File: config.mk
export PLATFORM = sky130hd
export DESIGN_NAME = hbridge_drive_sequencer_flat
export DESIGN_NICKNAME = d
export VERILOG_FILES = /design/src/rtl/hbridge_drive_sequencer_if.sv /design/src/rtl/hbridge_drive_sequencer.sv /design/src/flat_wrapper.sv
export SDC_FILE = /design/constraint.sdc
export NUM_CORES = 1
export LEC_CHECK = 0
export CAP_MARGIN = 5
export CORE_UTILIZATION = 63
export DETAILED_ROUTE_END_ITERATION = 6
export PLACE_DENSITY_LB_ADDON = 0.25
export SLEW_MARGIN = 20
export SYNTH_ARGS = -nofsm -noshare
export SYNTH_HDL_FRONTEND = slang
export SYNTH_SLANG_ARGS = --single-unit
File: constraint.sdc
create_clock -name Clock -period 6.25 [get_ports Clock]
set_input_delay 0.9375 -clock Clock [delete_from_list [all_inputs] [get_ports Clock]]
set_output_delay 0.9375 -clock Clock [all_outputs]
set_load 0.01 [all_outputs]
File: src/rtl/hbridge_drive_sequencer_if.sv
// ----------------------------------------------------------------------------
// hbridge_drive_sequencer_if
// Bundles the run/duty/direction/fault requests and the gate/status outputs
// of the H-bridge drive sequencer.
//   master : the controlling side (drives Enable, Duty, DirReq, Fault)
//   slave  : the sequencer (drives Signals, DirActive, PwmSynch, Busy,
//            FaultLatched)
// Signals encoding: bit3 = high-side A, bit2 = low-side A,
//                   bit1 = high-side B, bit0 = low-side B.
// ----------------------------------------------------------------------------
`timescale 1ns/1ps
interface hbridge_drive_sequencer_if #(
    parameter int CNT_W = 8
);
    logic             Enable;
    logic [CNT_W-1:0] Duty;
    logic             DirReq;
    logic             Fault;
    logic [3:0]       Signals;
    logic             DirActive;
    logic             PwmSynch;
    logic             Busy;
    logic             FaultLatched;

    modport master (
        output Enable, Duty, DirReq, Fault,
        input  Signals, DirActive, PwmSynch, Busy, FaultLatched
    );

    modport slave (
        input  Enable, Duty, DirReq, Fault,
        output Signals, DirActive, PwmSynch, Busy, FaultLatched
    );
endinterface

File: src/rtl/hbridge_drive_sequencer.sv
// ----------------------------------------------------------------------------
// hbridge_drive_sequencer
// PWM generator, direction sequencer and dead-time inserter sitting in front
// of the four H-bridge gate drivers.
// Ports:
//   Clock    : system clock, all logic on the rising edge
//   Reset_n  : asynchronous active-low reset
//   bus      : slave side of hbridge_drive_sequencer_if
//              Enable/Duty/DirReq/Fault in, Signals/DirActive/PwmSynch/
//              Busy/FaultLatched out
// Patterns: forward 1001, reverse 0110, brake/freewheel 0101, off 0000.
// ----------------------------------------------------------------------------
`timescale 1ns/1ps
module hbridge_drive_sequencer #(
    parameter int CNT_W        = 8,
    parameter int DEAD_CYCLES  = 16,
    parameter int BRAKE_CYCLES = 1000
) (
    input  logic                     Clock,
    input  logic                     Reset_n,
    hbridge_drive_sequencer_if.slave bus
);
    localparam int DEAD_W  = 8;
    localparam int BRAKE_W = 20;

    localparam logic [DEAD_W-1:0]  DEAD_LOAD  = DEAD_W'(DEAD_CYCLES);
    localparam logic [BRAKE_W-1:0] BRAKE_LOAD = BRAKE_W'(BRAKE_CYCLES);
    localparam logic [CNT_W-1:0]   CNT_MAX    = {CNT_W{1'b1}};

    localparam logic [3:0] PAT_FWD   = 4'b1001;
    localparam logic [3:0] PAT_REV   = 4'b0110;
    localparam logic [3:0] PAT_BRAKE = 4'b0101;
    localparam logic [3:0] PAT_OFF   = 4'b0000;

    typedef enum logic [1:0] {IDLE, DRIVE, BRAKE, FAULT} state_t;

    state_t             state_reg,     state_next;
    logic               dir_reg,       dir_next;
    logic [BRAKE_W-1:0] brake_cnt_reg, brake_cnt_next;
    logic [DEAD_W-1:0]  dead_cnt_reg,  dead_cnt_next;
    logic [3:0]         signals_reg,   signals_next;
    logic [CNT_W-1:0]   cnt_reg;
    logic [CNT_W-1:0]   duty_reg;
    logic               pwm_synch_reg;
    logic               pwm_on;
    logic [3:0]         target;

    // Duty is only taken at the end of a period so a period is never torn.
    assign pwm_on = (cnt_reg < duty_reg);

    always_ff @(posedge Clock or negedge Reset_n) begin
        if (!Reset_n) begin
            cnt_reg       <= '0;
            duty_reg      <= '0;
            pwm_synch_reg <= 1'b0;
        end else begin
            cnt_reg       <= cnt_reg + 1'b1;
            pwm_synch_reg <= (cnt_reg == CNT_MAX);
            if (cnt_reg == CNT_MAX) begin
                duty_reg <= bus.Duty;
            end
        end
    end

    always_ff @(posedge Clock or negedge Reset_n) begin
        if (!Reset_n) begin
            state_reg     <= IDLE;
            dir_reg       <= 1'b1;
            brake_cnt_reg <= '0;
            dead_cnt_reg  <= '0;
            signals_reg   <= PAT_OFF;
        end else begin
            state_reg     <= state_next;
            dir_reg       <= dir_next;
            brake_cnt_reg <= brake_cnt_next;
            dead_cnt_reg  <= dead_cnt_next;
            signals_reg   <= signals_next;
        end
    end

    always_comb begin
        state_next     = state_reg;
        dir_next       = dir_reg;
        brake_cnt_next = brake_cnt_reg;
        dead_cnt_next  = dead_cnt_reg;
        signals_next   = signals_reg;
        target         = PAT_OFF;

        case (state_reg)
            IDLE: begin
                target = PAT_OFF;
                if (bus.Enable) begin
                    state_next = DRIVE;
                    dir_next   = bus.DirReq;
                end
            end
            DRIVE: begin
                target = pwm_on ? (dir_reg ? PAT_FWD : PAT_REV) : PAT_BRAKE;
                if (!bus.Enable) begin
                    state_next = IDLE;
                end else if (bus.DirReq != dir_reg) begin
                    state_next     = BRAKE;
                    brake_cnt_next = BRAKE_LOAD;
                end
            end
            BRAKE: begin
                target = PAT_BRAKE;
                if (!bus.Enable) begin
                    state_next     = IDLE;
                    brake_cnt_next = '0;
                end else if (brake_cnt_reg == BRAKE_W'(1)) begin
                    // Direction is re-sampled at the end of the dwell; a
                    // request that reverted meanwhile leaves dir_reg as is.
                    state_next     = DRIVE;
                    dir_next       = bus.DirReq;
                    brake_cnt_next = '0;
                end else begin
                    brake_cnt_next = brake_cnt_reg - 1'b1;
                end
            end
            FAULT: begin
                target = PAT_OFF;
                if (!bus.Fault && !bus.Enable) begin
                    state_next = IDLE;
                end
            end
            default: begin
                state_next = IDLE;
            end
        endcase

        // Dead-time insertion. A running interval is never restarted; the
        // final pattern is whatever the target is on its last clock.
        if (dead_cnt_reg != '0) begin
            dead_cnt_next = dead_cnt_reg - 1'b1;
            if (dead_cnt_reg == DEAD_W'(1)) begin
                signals_next = target;
            end
        end else if (target == signals_reg) begin
            signals_next = signals_reg;
        end else if ((signals_reg & target) == target) begin
            // Pure turn-off: no switch comes on, so no dead time needed.
            signals_next = target;
        end else begin
            signals_next  = signals_reg & target;
            dead_cnt_next = DEAD_LOAD;
        end

        // Fault overrides everything, including any running intervals.
        if (bus.Fault) begin
            state_next     = FAULT;
            signals_next   = PAT_OFF;
            dead_cnt_next  = '0;
            brake_cnt_next = '0;
        end
    end

    assign bus.Signals      = signals_reg;
    assign bus.DirActive    = dir_reg;
    assign bus.PwmSynch     = pwm_synch_reg;
    assign bus.Busy         = (state_reg == BRAKE) || (dead_cnt_reg != '0);
    assign bus.FaultLatched = (state_reg == FAULT);

endmodule

File: src/flat_wrapper.sv
// flat-port wrapper written by rule: the top's interface ports become plain ports
module hbridge_drive_sequencer_flat 
#(
    parameter int CNT_W        = 8,
    parameter int DEAD_CYCLES  = 16,
    parameter int BRAKE_CYCLES = 1000
)
  (Clock, Reset_n, bus_Enable, bus_Duty, bus_DirReq, bus_Fault, bus_Signals, bus_DirActive, bus_PwmSynch, bus_Busy, bus_FaultLatched);
  hbridge_drive_sequencer_if #(.CNT_W(CNT_W)) bus_i ();
  input  logic Clock;
  input  logic Reset_n;
  input wire logic [$bits(bus_i.Enable)-1:0] bus_Enable;
  input wire logic [$bits(bus_i.Duty)-1:0] bus_Duty;
  input wire logic [$bits(bus_i.DirReq)-1:0] bus_DirReq;
  input wire logic [$bits(bus_i.Fault)-1:0] bus_Fault;
  output wire logic [$bits(bus_i.Signals)-1:0] bus_Signals;
  output wire logic [$bits(bus_i.DirActive)-1:0] bus_DirActive;
  output wire logic [$bits(bus_i.PwmSynch)-1:0] bus_PwmSynch;
  output wire logic [$bits(bus_i.Busy)-1:0] bus_Busy;
  output wire logic [$bits(bus_i.FaultLatched)-1:0] bus_FaultLatched;
  assign bus_i.Enable = bus_Enable;
  assign bus_i.Duty = bus_Duty;
  assign bus_i.DirReq = bus_DirReq;
  assign bus_i.Fault = bus_Fault;
  assign bus_Signals = bus_i.Signals;
  assign bus_DirActive = bus_i.DirActive;
  assign bus_PwmSynch = bus_i.PwmSynch;
  assign bus_Busy = bus_i.Busy;
  assign bus_FaultLatched = bus_i.FaultLatched;
  hbridge_drive_sequencer #(.CNT_W(CNT_W), .DEAD_CYCLES(DEAD_CYCLES), .BRAKE_CYCLES(BRAKE_CYCLES)) u_core (.Clock(Clock), .Reset_n(Reset_n), .bus(bus_i));
endmodule
Figure 1. Met1 routing.
Scale bar: 20 um. Supply wires on this layer in grey.
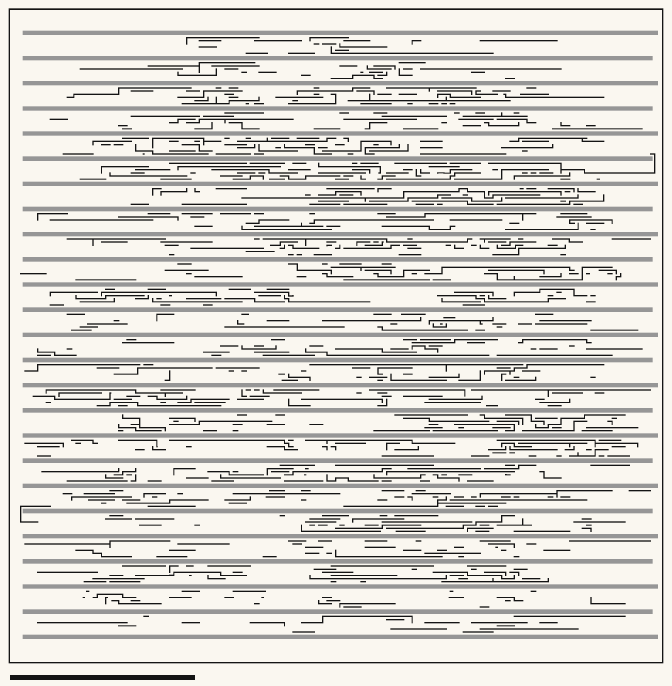
nets with wire on the layer	329
longest straight run	23.0 um
wire length on this layer	2760 um

Figure 2. Signal wires on met2.
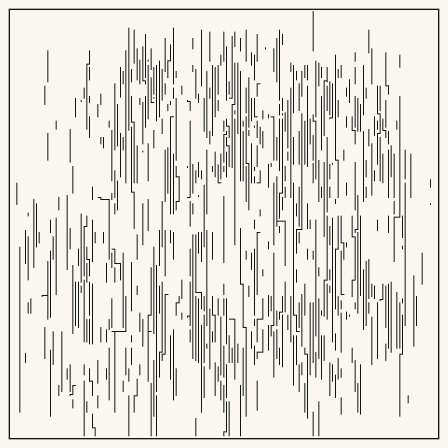
nets with wire on the layer	308
wire length on this layer	2850 um
main direction	vertical
share of all routed wire	49%

==> results.yml <==
# yosys + openroad results
job:
  timing.max_cap.violations: 0
synthesis:
  synth.cellmix.simpleShare_pct: 21.52
  netlist_area_um2: 2954
  synthCells: 306
  synthAoiAreaFrac_pct: 15.12
  yosys.area.top_type: "dfrtp_1"
timing:
  grt_setup_unrepaired: "no"
  hold_violations: 0
worst_setup_path:
  critPathMaxFanout: 10
power_and_ir_drop:
  powerDensity_nw_per_um2: 297.3
  peakVddDrop_uv: 188.2
routing:
  wire_per_inst_um: 15.50
  wl_met1_um: 2755
  first_pass_iters: 4
min_path:
  min_to: "u_core.cnt_reg[7]"
status:
  run_status: "completed"
clock_tree:
  cts_buffers: 5
  cts_resized: 0
global_routing:
  use_met1_pct: 35.97
  grt-ovfl-total: 0
finish:
  final_area_um2: 3286
  nNonClkBuffers: 22
  seqAreaFraction_pct: 39.64
Figure 3. The metal 3 layer.
Scale bar: 20 um. Cells faint in the background.
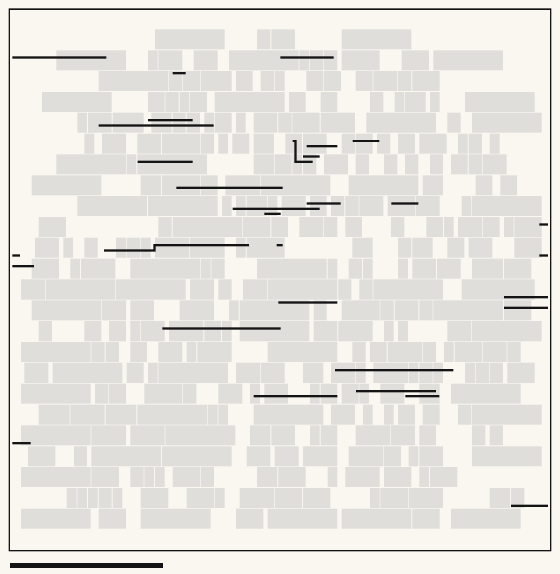
main direction	horizontal
longest straight run	15.2 um

Figure 4. Selected gate families.
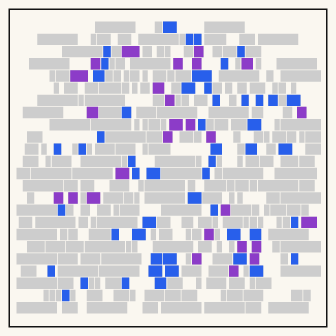
family	colour	cells
inverting AOI/OAI gates	blue	51
AND and OR gates	purple	27

